**src/rtl/bcd3_display_scan.sv**
```systemverilog
// bcd3_display_scan
//   Display end of the 3-digit BCD count bus. A BCD triple is captured into a
//   pending register on load and promoted to the display shadow only at a
//   frame boundary, so a frame never mixes old and new digits. The shadow is
//   decoded to 7-segment and the three digits are time-multiplexed
//   hun -> ten -> unit, each for SCAN_DIV enabled clocks, with optional
//   leading-zero blanking.
//
//   Ports
//     clk         rising-edge clock
//     rst         asynchronous, active-high reset
//     hun_i       BCD hundreds digit to capture
//     ten_i       BCD tens digit to capture
//     unit_i      BCD units digit to capture
//     load        capture hun_i/ten_i/unit_i on this edge
//     en          scan enable; 0 freezes the scan and darkens the display
//     seg         {g,f,e,d,c,b,a}, polarity set by SEG_ACTIVE_LOW
//     an          {hun,ten,unit} digit select, polarity set by AN_ACTIVE_LOW
//     frame_done  one-cycle pulse after the last clock of each unit slot
//     digit_err   high while the displayed slot holds a value above 9
//
//   Scan states
//     state     | meaning
//     ----------+-------------------------------------------
//     SLOT_HUN  | hundreds digit selected (first slot of frame)
//     SLOT_TEN  | tens digit selected
//     SLOT_UNIT | units digit selected; its wrap ends the frame

module bcd3_display_scan #(
    parameter int SCAN_DIV       = 4,
    parameter bit BLANK_LZ       = 1'b1,
    parameter bit SEG_ACTIVE_LOW = 1'b1,
    parameter bit AN_ACTIVE_LOW  = 1'b1
) (
    input  logic       clk,
    input  logic       rst,
    input  logic [3:0] hun_i,
    input  logic [3:0] ten_i,
    input  logic [3:0] unit_i,
    input  logic       load,
    input  logic       en,
    output logic [6:0] seg,
    output logic [2:0] an,
    output logic       frame_done,
    output logic       digit_err
);

    localparam int            PW         = (SCAN_DIV > 1) ? $clog2(SCAN_DIV) : 1;
    localparam logic [PW-1:0] PRESC_LAST = PW'(SCAN_DIV - 1);
    localparam logic [6:0]    SEG_OFF    = SEG_ACTIVE_LOW ? 7'h7F : 7'h00;
    localparam logic [2:0]    AN_OFF     = AN_ACTIVE_LOW ? 3'b111 : 3'b000;

    typedef enum logic [1:0] {
        SLOT_HUN  = 2'd0,
        SLOT_TEN  = 2'd1,
        SLOT_UNIT = 2'd2
    } slot_t;

    slot_t         slot;
    logic [PW-1:0] presc;
    logic [11:0]   shadow;
    logic [11:0]   pending;
    logic          pend_flag;

    logic          slot_wrap;
    logic          frame_end;
    logic [3:0]    cur_digit;
    logic          hun_zero;
    logic          ten_zero;
    logic          blank_slot;
    logic [6:0]    seg_lit;
    logic [2:0]    an_sel;
    logic          err_now;

    // Active-high segment pattern; anything above 9 shows a dash.
    function automatic logic [6:0] seg_decode(input logic [3:0] d);
        logic [6:0] s;
        case (d)
            4'd0:    s = 7'h3F;
            4'd1:    s = 7'h06;
            4'd2:    s = 7'h5B;
            4'd3:    s = 7'h4F;
            4'd4:    s = 7'h66;
            4'd5:    s = 7'h6D;
            4'd6:    s = 7'h7D;
            4'd7:    s = 7'h07;
            4'd8:    s = 7'h7F;
            4'd9:    s = 7'h6F;
            default: s = 7'h40;
        endcase
        return s;
    endfunction

    always_comb begin
        slot_wrap = en && (presc == PRESC_LAST);
        frame_end = slot_wrap && (slot == SLOT_UNIT);
    end

    // Next pin values are built from the slot/shadow/en seen this cycle and
    // registered, giving one clock of latency from a slot change to the pins.
    always_comb begin
        hun_zero   = (shadow[11:8] == 4'd0);
        ten_zero   = (shadow[7:4] == 4'd0);
        cur_digit  = 4'd0;
        an_sel     = 3'b000;
        blank_slot = 1'b0;
        case (slot)
            SLOT_HUN: begin
                cur_digit = shadow[11:8];
                an_sel    = 3'b100;
                if (BLANK_LZ) blank_slot = hun_zero;
            end
            SLOT_TEN: begin
                cur_digit = shadow[7:4];
                an_sel    = 3'b010;
                // An invalid hundreds digit is not zero, so tens stays lit.
                if (BLANK_LZ) blank_slot = hun_zero && ten_zero;
            end
            SLOT_UNIT: begin
                cur_digit = shadow[3:0];
                an_sel    = 3'b001;
            end
            default: begin
                cur_digit = 4'd0;
                an_sel    = 3'b000;
            end
        endcase

        if (en && !blank_slot) begin
            seg_lit = seg_decode(cur_digit);
        end else begin
            seg_lit = 7'h00;
            an_sel  = 3'b000;
        end
        err_now = en && !blank_slot && (cur_digit > 4'd9);
    end

    always_ff @(posedge clk or posedge rst) begin
        if (rst) begin
            slot       <= SLOT_HUN;
            presc      <= '0;
            shadow     <= 12'h000;
            pending    <= 12'h000;
            pend_flag  <= 1'b0;
            seg        <= SEG_OFF;
            an         <= AN_OFF;
            frame_done <= 1'b0;
            digit_err  <= 1'b0;
        end else begin
            if (en) begin
                if (slot_wrap) begin
                    presc <= '0;
                    case (slot)
                        SLOT_HUN:  slot <= SLOT_TEN;
                        SLOT_TEN:  slot <= SLOT_UNIT;
                        default:   slot <= SLOT_HUN;
                    endcase
                end else begin
                    presc <= presc + 1'b1;
                end
            end

            // A load landing exactly on the frame boundary goes straight to
            // the shadow so it is visible from the very next hun slot.
            if (load && frame_end) begin
                shadow    <= {hun_i, ten_i, unit_i};
                pend_flag <= 1'b0;
            end else if (load) begin
                pending   <= {hun_i, ten_i, unit_i};
                pend_flag <= 1'b1;
            end else if (frame_end && pend_flag) begin
                shadow    <= pending;
                pend_flag <= 1'b0;
            end

            seg        <= SEG_ACTIVE_LOW ? ~seg_lit : seg_lit;
            an         <= AN_ACTIVE_LOW ? ~an_sel : an_sel;
            frame_done <= frame_end;
            digit_err  <= err_now;
        end
    end

endmodule

```
**config.mk**
```make
export PLATFORM = sky130hd
export DESIGN_NAME = bcd3_display_scan
export DESIGN_NICKNAME = d
export VERILOG_FILES = /design/src/rtl/bcd3_display_scan.sv
export SDC_FILE = /design/constraint.sdc
export NUM_CORES = 1
export LEC_CHECK = 0
export ABC_AREA = 1
export CAP_MARGIN = 20
export CELL_PAD_IN_SITES_DETAIL_PLACEMENT = 1
export CELL_PAD_IN_SITES_GLOBAL_PLACEMENT = 1
export CORE_ASPECT_RATIO = 1.2
export CORE_MARGIN = 1
export CORE_UTILIZATION = 41
export CTS_CLUSTER_DIAMETER = 60
export DETAILED_ROUTE_END_ITERATION = 7
export GPL_ROUTABILITY_DRIVEN = 0
export PLACE_DENSITY = 0.77
export RECOVER_POWER = 50
export SYNTH_ARGS = -nofsm -noshare
export SYNTH_HDL_FRONTEND = slang
export SYNTH_SLANG_ARGS = --single-unit
```
**constraint.sdc**
```tcl
create_clock -name clk -period 1.78 [get_ports clk]
set_input_delay 0.267 -clock clk [delete_from_list [all_inputs] [get_ports clk]]
set_output_delay 0.267 -clock clk [all_outputs]
set_load 0.1 [all_outputs]
```
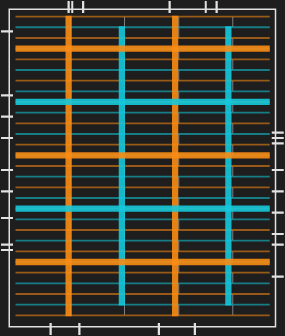
Run 1: power grid
Pins as bars on the die edge. Tap cells in grey.
colour	net
orange	VSS
cyan	VDD
met1 rails	29
met5 straps	5
signal pins	28
rows	28

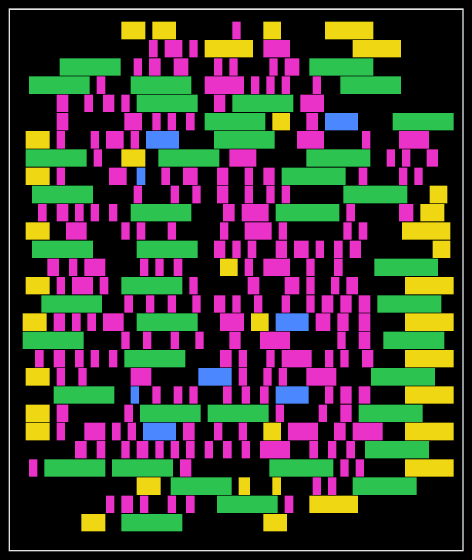
Run 1: cells coloured by class
colour	class	cells	share of their area
green	registers	41	41%
blue	clock drivers and dummy loads	8	3.5%
yellow	remaining buffers and delay cells	35	17%
magenta	remaining logic cells	201	39%

==> impl_metrics.csv, run 1 <==
group,metric,value,unit
synthesis,syn_area_per_cell,8.44,µm²
detailed_routing,drc,0,
setup_path,critPathBufInv,2,
global_routing,grt_max_degree,27,
layout,antenna_cells,0,
outcome,status,"finished clean",
synthesis,synth-xor-area-share,0,
layout,final_cells,345,
pwr,leakagePower,1.35,nW
pwr,peakVddDrop,490,µV
cts,cts_buffer_depth,2,
cts,clock_sink_count,41,
timing,fin_crit,1.63,ns
setup_path,required,2.00,ns
cts,post_cts_buffers,0,
setup_path,cpMostUsedCell,"nand3_1",
synthesis,synth_flops,41,
layout,area_growth,25.0,%
floorplan,coreArea,0.00494,mm²
synthesis,ys_sh_simple,0.271,
synthesis,syn_inst,250,
floorplan,dieWidth,67.5,µm
setup_path,crit_end,"seg[0]$_DFF_PP1_",
layout,final_nets,307,
synthesis,yosys_area,0.00211,mm²
cts,cts_buffers,5,
placement,dp_cells,337,
synthesis,ys_sh_adder,0.0415,
timing,final.period_utilization,0.916,
setup_path,path_cells,"inv_2, nand2_1, nor2_1, nor2_4, ha_1, inv_1, nand4_1, nand3_1, nand3_1",
cts,root_buffer,"clkbuf_8",
setup_path,reg2reg_depth,9,
synthesis,ys_seq_share,0.492,
min_path,hp-start,"presc[0]$_DFFE_PP0P_",
setup_path,regToRegEndpoint,"seg[0]$_DFF_PP1_",
placement,dpl.hpwl,3400,µm
floorplan,row_count,28,
global_routing,grt_pass1_wl,7990,µm
timing,rsz0062_at_grt,"false",
setup_path,critical_path_class,"flip-flop to flip-flop",
synthesis,synth.mux.area_fraction,0,
pwr,powerDensity,1780,mW/mm²
min_path,holdPathEnd,"presc[0]$_DFFE_PP0P_",
synthesis,synthesis.area,0.00211,mm²
timing,tns,0,ns
layout,drive_gt1_frac,0.221,
global_routing,grt_usage,0.199,
detailed_routing,via_per_inst,4.94,
setup_path,end_kind,"flip-flop",
synthesis,ys_sh_aoi,0.0943,
timing,slew_headroom,0.479,
cts,clkLatencyLatePin,0.30,ns
layout,lay_top_count,"nand2_1",
setup_path,crit_path_top_delay_cell,"dfrtp_2",
floorplan,io_pins,28,
detailed_routing,ant_nets,0,
placement,portBuffers,27,
floorplan,fp_util,0.427,
cts,post_cts_resized,0,
layout,final_core_util,0.534,
synthesis,yosysTopAreaCell,"dfrtp_1",
synthesis,yosysWarnings,0,
cts,htree_levels,2,
synthesis,synth_cell_types,26,
timing,max_freq,0.613,GHz
job,cap_violations,0,
timing,final-hold-violation-count,0,
synthesis,ys_cells,250,
setup_path,path_delay_family,"simple AND/OR/NAND/NOR gates",
synthesis,synth_nets,273,
detailed_routing,vias,1703,
layout,layout_top_cells,"86 x nand2_1, 29 x dfrtp_1, 25 x inv_1",
synthesis,top_cell_area_share,0.368,
synthesis,synthTopLogicFamily,"simple AND/OR/NAND/NOR gates",
detailed_routing,wirelength,4460,µm
setup_path,slowest_delay,0.47,ns
detailed_routing,drtIter0Drc,62,
cts,clkTransAtPathRegs,0.07,ns
timing,setup_viol,0,
synthesis,area_leaders,"dfrtp_1 37%, nand2_1 15%, dfstp_2 12%, inv_1 4.4%, nand3_1 4.3%",
floorplan,chip_area,0.00544,mm²
setup_path,cp.arrival,1.85,ns
floorplan,die_y,80.6,µm
setup_path,r2r-start,"slot[1]$_DFFE_PP0P_",
cts,postCtsHoldBufs,0,
layout,fill_cells,583,
job,tool_warnings,31,
pwr,totalPowerFinal,4.68,mW
setup_path,rrSetupSlack,0.15,ns
setup_path,crit_fanout,7,
min_path,holdPathStages,1,
global_routing,antenna_found_initial,0,
timing,drv_slew,0,
global_routing,grt_remaining_overflow,0,
cts,cts_tree,"yes",
detailed_routing,first_pass_iters,4,
timing,clock_skew,0.00370,ns
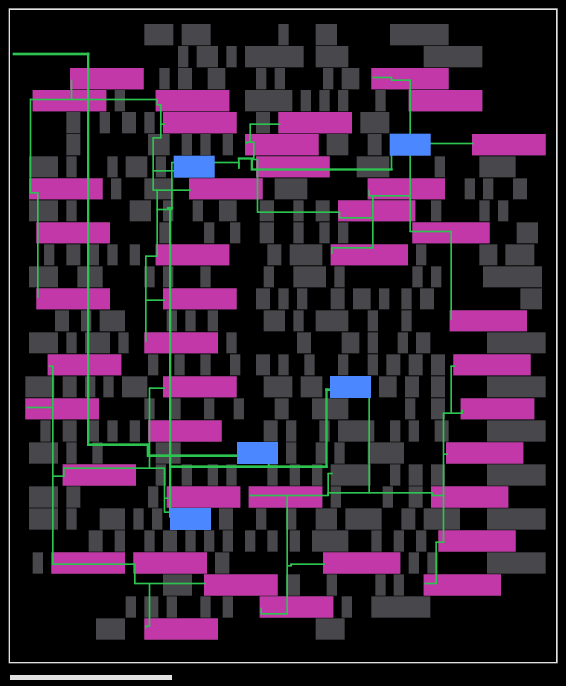
Run 1: clock distribution
Scale bar: 20 µm.
[magenta] flip-flops | count: 41
[blue] clock-net drivers | count: 5
[green] clock wires | length: 566 µm
routed clock nets	6
flops lie	all over the die

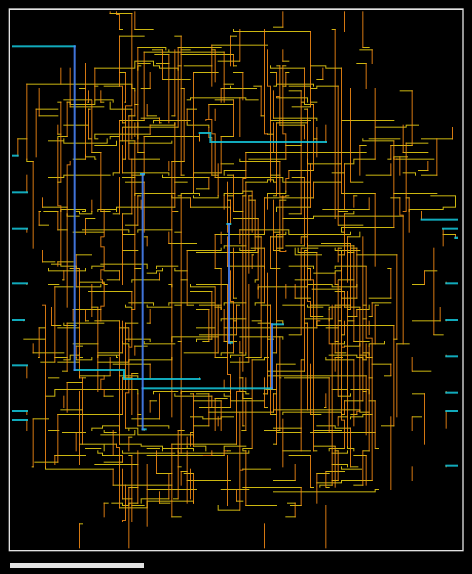
Run 1: routed metal, one colour a layer
Scale bar: 20 µm.
colour	layer	wire length
yellow	M1	1790 µm
blue	M4	114 µm
cyan	M3	103 µm
orange	M2	2460 µm

[run 1: area by class of cell]
cell class | count | area [µm²] | share of cell area
Multi-Input combinational cell | 168 | 863 | 0.327
Timing Repair Buffer | 35 | 432 | 0.164
Inverter | 33 | 135 | 0.0513
Sequential cell | 41 | 1040 | 0.395
Tap cell | 60 | 75.1 | 0.0285
Clock buffer | 8 | 90.1 | 0.0342
[run 1: power breakdown]
group	switching, mW	internal (mW)
Sequential	0.248	1.29
Combinational	1.63	0.883
Clock	0.312	0.316
[run 1: Yosys cell counts (all sizes together)]
cell type,count
clkinv,1
nor3,1
dfstp,10
buf,8
o211ai,4
nand3,20
ha,7
inv,32
o21ai,18
nand4,2
nand2,91
a21oi,9
nor2,16
dfrtp,31
[run 1: metal layers]
layer | vias to the layer above | share of wire | global-route usage
li1 | 846 | - | -
met1 | 822 | 0.40 | 0.213
met2 | 26 | 0.55 | 0.352
met3 | 9 | 0.023 | 0.0469
met4 | 0 | 0.025 | 0.102
met5 | - | 0 | 0
[run 1: state kept, by name, summed over array words and instances, names as in the netlist]
name / count
seg: 7
pend_flag: 1
an: 3
pending: 12
frame_done: 1
shadow: 12
digit_err: 1
presc: 2
slot: 2
[run 1: worst reg2reg max path, stage by stage, from the launching register on]
cell and delay, ns:
dfrtp_2 0.47, inv_2 0.15, nand2_1 0.08, nor2_1 0.18
nor2_4 0.08, ha_1 0.19, inv_1 0.09, nand4_1 0.15
nand3_1 0.11, nand3_1 0.07
[run 1: through the flow]
stage                     instance area, µm²  setup slack (ns)  hold slack [ns]
after global placement                  2540            0.0894            0.458
final                                   2640             0.149            0.482
after global routing                    2640           0.00972            0.515
after CTS                               2640            0.0236            0.299
after floorplan                         2110             0.323            0.352
after detailed placement                2540            0.0420            0.476
Run 1, routing congestion:
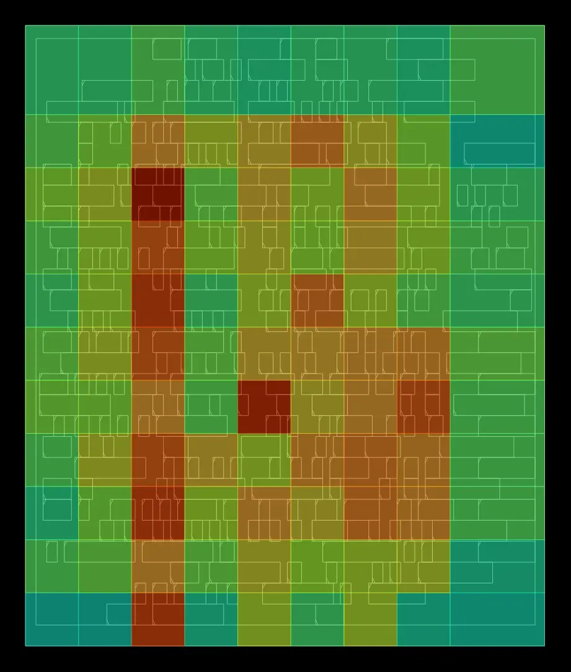

==> run 2: changes to the inputs <==
==> constraint.sdc (replaced) <==
create_clock -name clk -period 1.78 [get_ports clk]
set_input_delay 0.534 -clock clk [delete_from_list [all_inputs] [get_ports clk]]
set_output_delay 0.534 -clock clk [all_outputs]
set_load 0.1 [all_outputs]
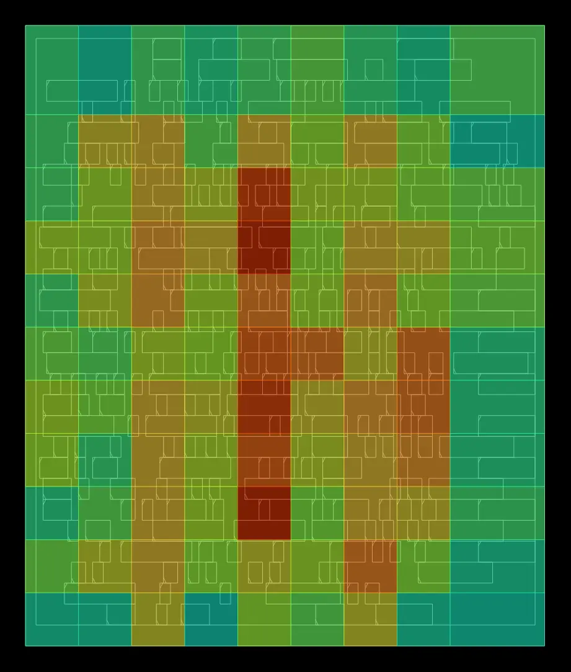
Run 2: routing congestion
Top Usage Layer GRT: met2
Avg WL per Cell: 12.2 µm
met2 usage: 0.337

==> run 2 against run 1 <==
Against the previous run: worst setup slack lost 0.014 ns; clock power is 3% lower; fmax down 0.86%; routed wire length is 4.7% lower; via count down 0.47%; count of clock-buffer cells in the layout down 1; flip-flop count stayed put; sequential power about the same; power shrank 0.24%; non-clock buffer count up 5; clock skew is 0.0020 ns higher; critical path type unchanged; critical endpoint is now seg[4]$_DFF_PP1_; largest cell class unchanged; largest power group unchanged.
==> impl_metrics.csv, run 2 <==
group,metric,value,unit
detailed_routing,wl_met1,1760,µm
pwr,leakagePower,1.39,nW
setup_path,r2r-start,"slot[0]$_DFFE_PP0P_",
synthesis,edf_count,0,
setup_path,path_delay_family,"flip-flops",
detailed_routing,drc,0,
cts,post_cts_buffers,0,
detailed_routing,top_layer,"met4",
detailed_routing,via_per_inst,4.86,
pwr,totalPowerFinal,4.67,mW
synthesis,top_cell,"nand2_1",
detailed_routing,route.met3.wl,114,µm
timing,max_freq,0.608,GHz
timing,clock_skew,0.00567,ns
layout,final_nets,312,
setup_path,critPathBufInv,2,
timing,final.period_utilization,0.924,
detailed_routing,met2WireLength,2300,µm
cts,post_cts_resized,0,
timing,setup_viol,0,
cts,cts_buffer_depth,2,
layout,layout_top_cells,"87 x nand2_1, 29 x dfrtp_1, 26 x inv_1",
job,cap_violations,0,
global_routing,grt_pass1_wl,7820,µm
synthesis,synthesis.area,0.00211,mm²
setup_path,end_kind,"flip-flop",
cts,cts_tree,"yes",
timing,slew_headroom,0.412,
placement,dpl.hpwl,3270,µm
synthesis,top_cell_area_share,0.368,
cts,cts_buffers,5,
setup_path,required,2.01,ns
setup_path,critical_path_class,"flip-flop to flip-flop",
synthesis,synth_flops,41,
detailed_routing,drtIter0Drc,47,
setup_path,reg2reg_depth,8,
timing,drv_slew,0,
global_routing,grt_usage,0.194,
synthesis,common_cells,"86 x nand2_1, 31 x dfrtp_1, 25 x inv_1",
detailed_routing,ant_nets,0,
floorplan,die_y,80.6,µm
timing,setup_ws,0.135,ns
floorplan,chip_area,0.00544,mm²
setup_path,slowest_delay,0.49,ns
global_routing,grt_max_degree,42,
synthesis,flop_cell,"dfrtp_1",
synthesis,ys_seq_share,0.492,
layout,final_cells,349,
cts,htree_levels,2,
timing,rsz0062_at_grt,"false",
placement,place_area,0.00263,mm²
timing,fin_crit,1.65,ns
cts,root_buffer,"clkbuf_8",
global_routing,grtUsageMet3,0.0469,
min_path,hp-start,"presc[1]$_DFFE_PP0P_",
synthesis,yosysWarnings,0,
job,tool_warnings,31,
outcome,status,"finished clean",
global_routing,antenna_found_initial,0,
floorplan,io_pins,28,
setup_path,crit_fanout,5,
setup_path,cp.arrival,1.87,ns
cts,clkLatencyLatePin,0.29,ns
layout,antenna_cells,0,
placement,dp_cells,340,
floorplan,fp_util,0.427,
layout,fin_area,0.00271,mm²
detailed_routing,vias,1695,
global_routing,met1_usage,0.224,
detailed_routing,wirelength,4260,µm
setup_path,path_cells,"buf_4, nand3_1, nand3_1, inv_1, ha_1, nand4_1, a21oi_1, nand2_1",
placement,portBuffers,27,
pwr,peakVddDrop,487,µV
synthesis,area_leaders,"dfrtp_1 37%, nand2_1 15%, dfstp_2 12%, inv_1 4.4%, nand3_1 4.3%",
synthesis,syn_inst,250,
floorplan,row_count,28,
floorplan,dieWidth,67.5,µm
synthesis,synth_cell_types,26,
floorplan,coreArea,0.00494,mm²
synthesis,yosys_area,0.00211,mm²
layout,drive_gt1_frac,0.225,
layout,area_growth,28.2,%
global_routing,grt_remaining_overflow,0,
placement,pre_cts_slack,-0.0779,ns
cts,clkTransAtPathRegs,0.07,ns
cts,postCtsHoldBufs,0,
pwr,powerDensity,1730,mW/mm²
synthesis,synthArstFlopShare,1.00,
setup_path,cpMostUsedCell,"nand3_1",
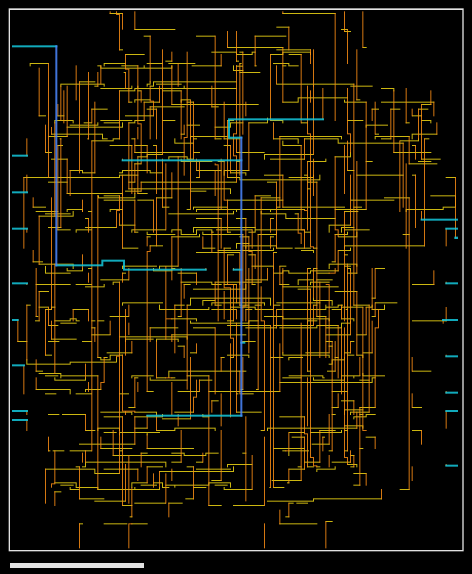
Run 2: routed metal, one colour a layer
Scale bar: 20 µm.
colour	layer	wire length
blue	M4	74.1 µm
orange	M2	2300 µm
yellow	M1	1760 µm
cyan	M3	115 µm

run 2: cell type report:
class | count | area, µm²
fillers | 586 | 2230
inverters | 33 | 135
well taps | 60 | 75.1
clock buffers | 7 | 86.3
flip-flops and latches | 41 | 1040
repair buffers | 40 | 519
multi-input cells | 168 | 848
run 2: cell families after synthesis:
group	count (synthesis)	share of synthesized area
and+or+nand+nor	130	0.271
buffers and inverters	41	0.101
adders and majority gates	7	0.0415
AOI/OAI and AO/OA	31	0.0943
DFF	41	0.492
run 2: per-stage QoR:
step	setup TNS [ns]	hold slack [ns]	utilization
5_1_grt	0	0.510	0.548
4_1_cts	0	0.489	0.550
6_report	0	0.480	0.548
2_1_floorplan	0	0.446	-
3_3_place_gp	-0.504	0.464	0.532
3_5_place_dp	-0.676	0.473	0.532
run 2: report_power, final:
group / switching [mW] / leakage, nW / internal, mW / total [mW]
combinational: 1.60 / 0.859 / 0.922 / 2.52
clock: 0.302 / 0.0443 / 0.307 / 0.610
sequential: 0.250 / 0.486 / 1.29 / 1.54
total: 2.15 / 1.39 / 2.52 / 4.67
run 2: final timing paths:
path	slack, ns	endpoint
max	0.13	seg[4]$_DFF_PP1_
min	0.48	presc[1]$_DFFE_PP0P_
max reg2reg	0.13	seg[4]$_DFF_PP1_
min reg2reg	0.48	presc[1]$_DFFE_PP0P_
max in group asynchronous	0.37	slot[1]$_DFFE_PP0P_
min in group asynchronous	0.81	shadow[10]$_DFFE_PP0P_
run 2: worst register-to-register path: cells and delay by family (launching register included):
family | cells | cell delay [ns]
AND-OR/OR-AND | 1 | 0.20
adder cells (fa/ha/maj) | 1 | 0.16
buffers and inverters | 2 | 0.33
flip-flops | 1 | 0.49
AND/OR/NAND/NOR | 4 | 0.41
Power is estimated from default activity; no workload was simulated.
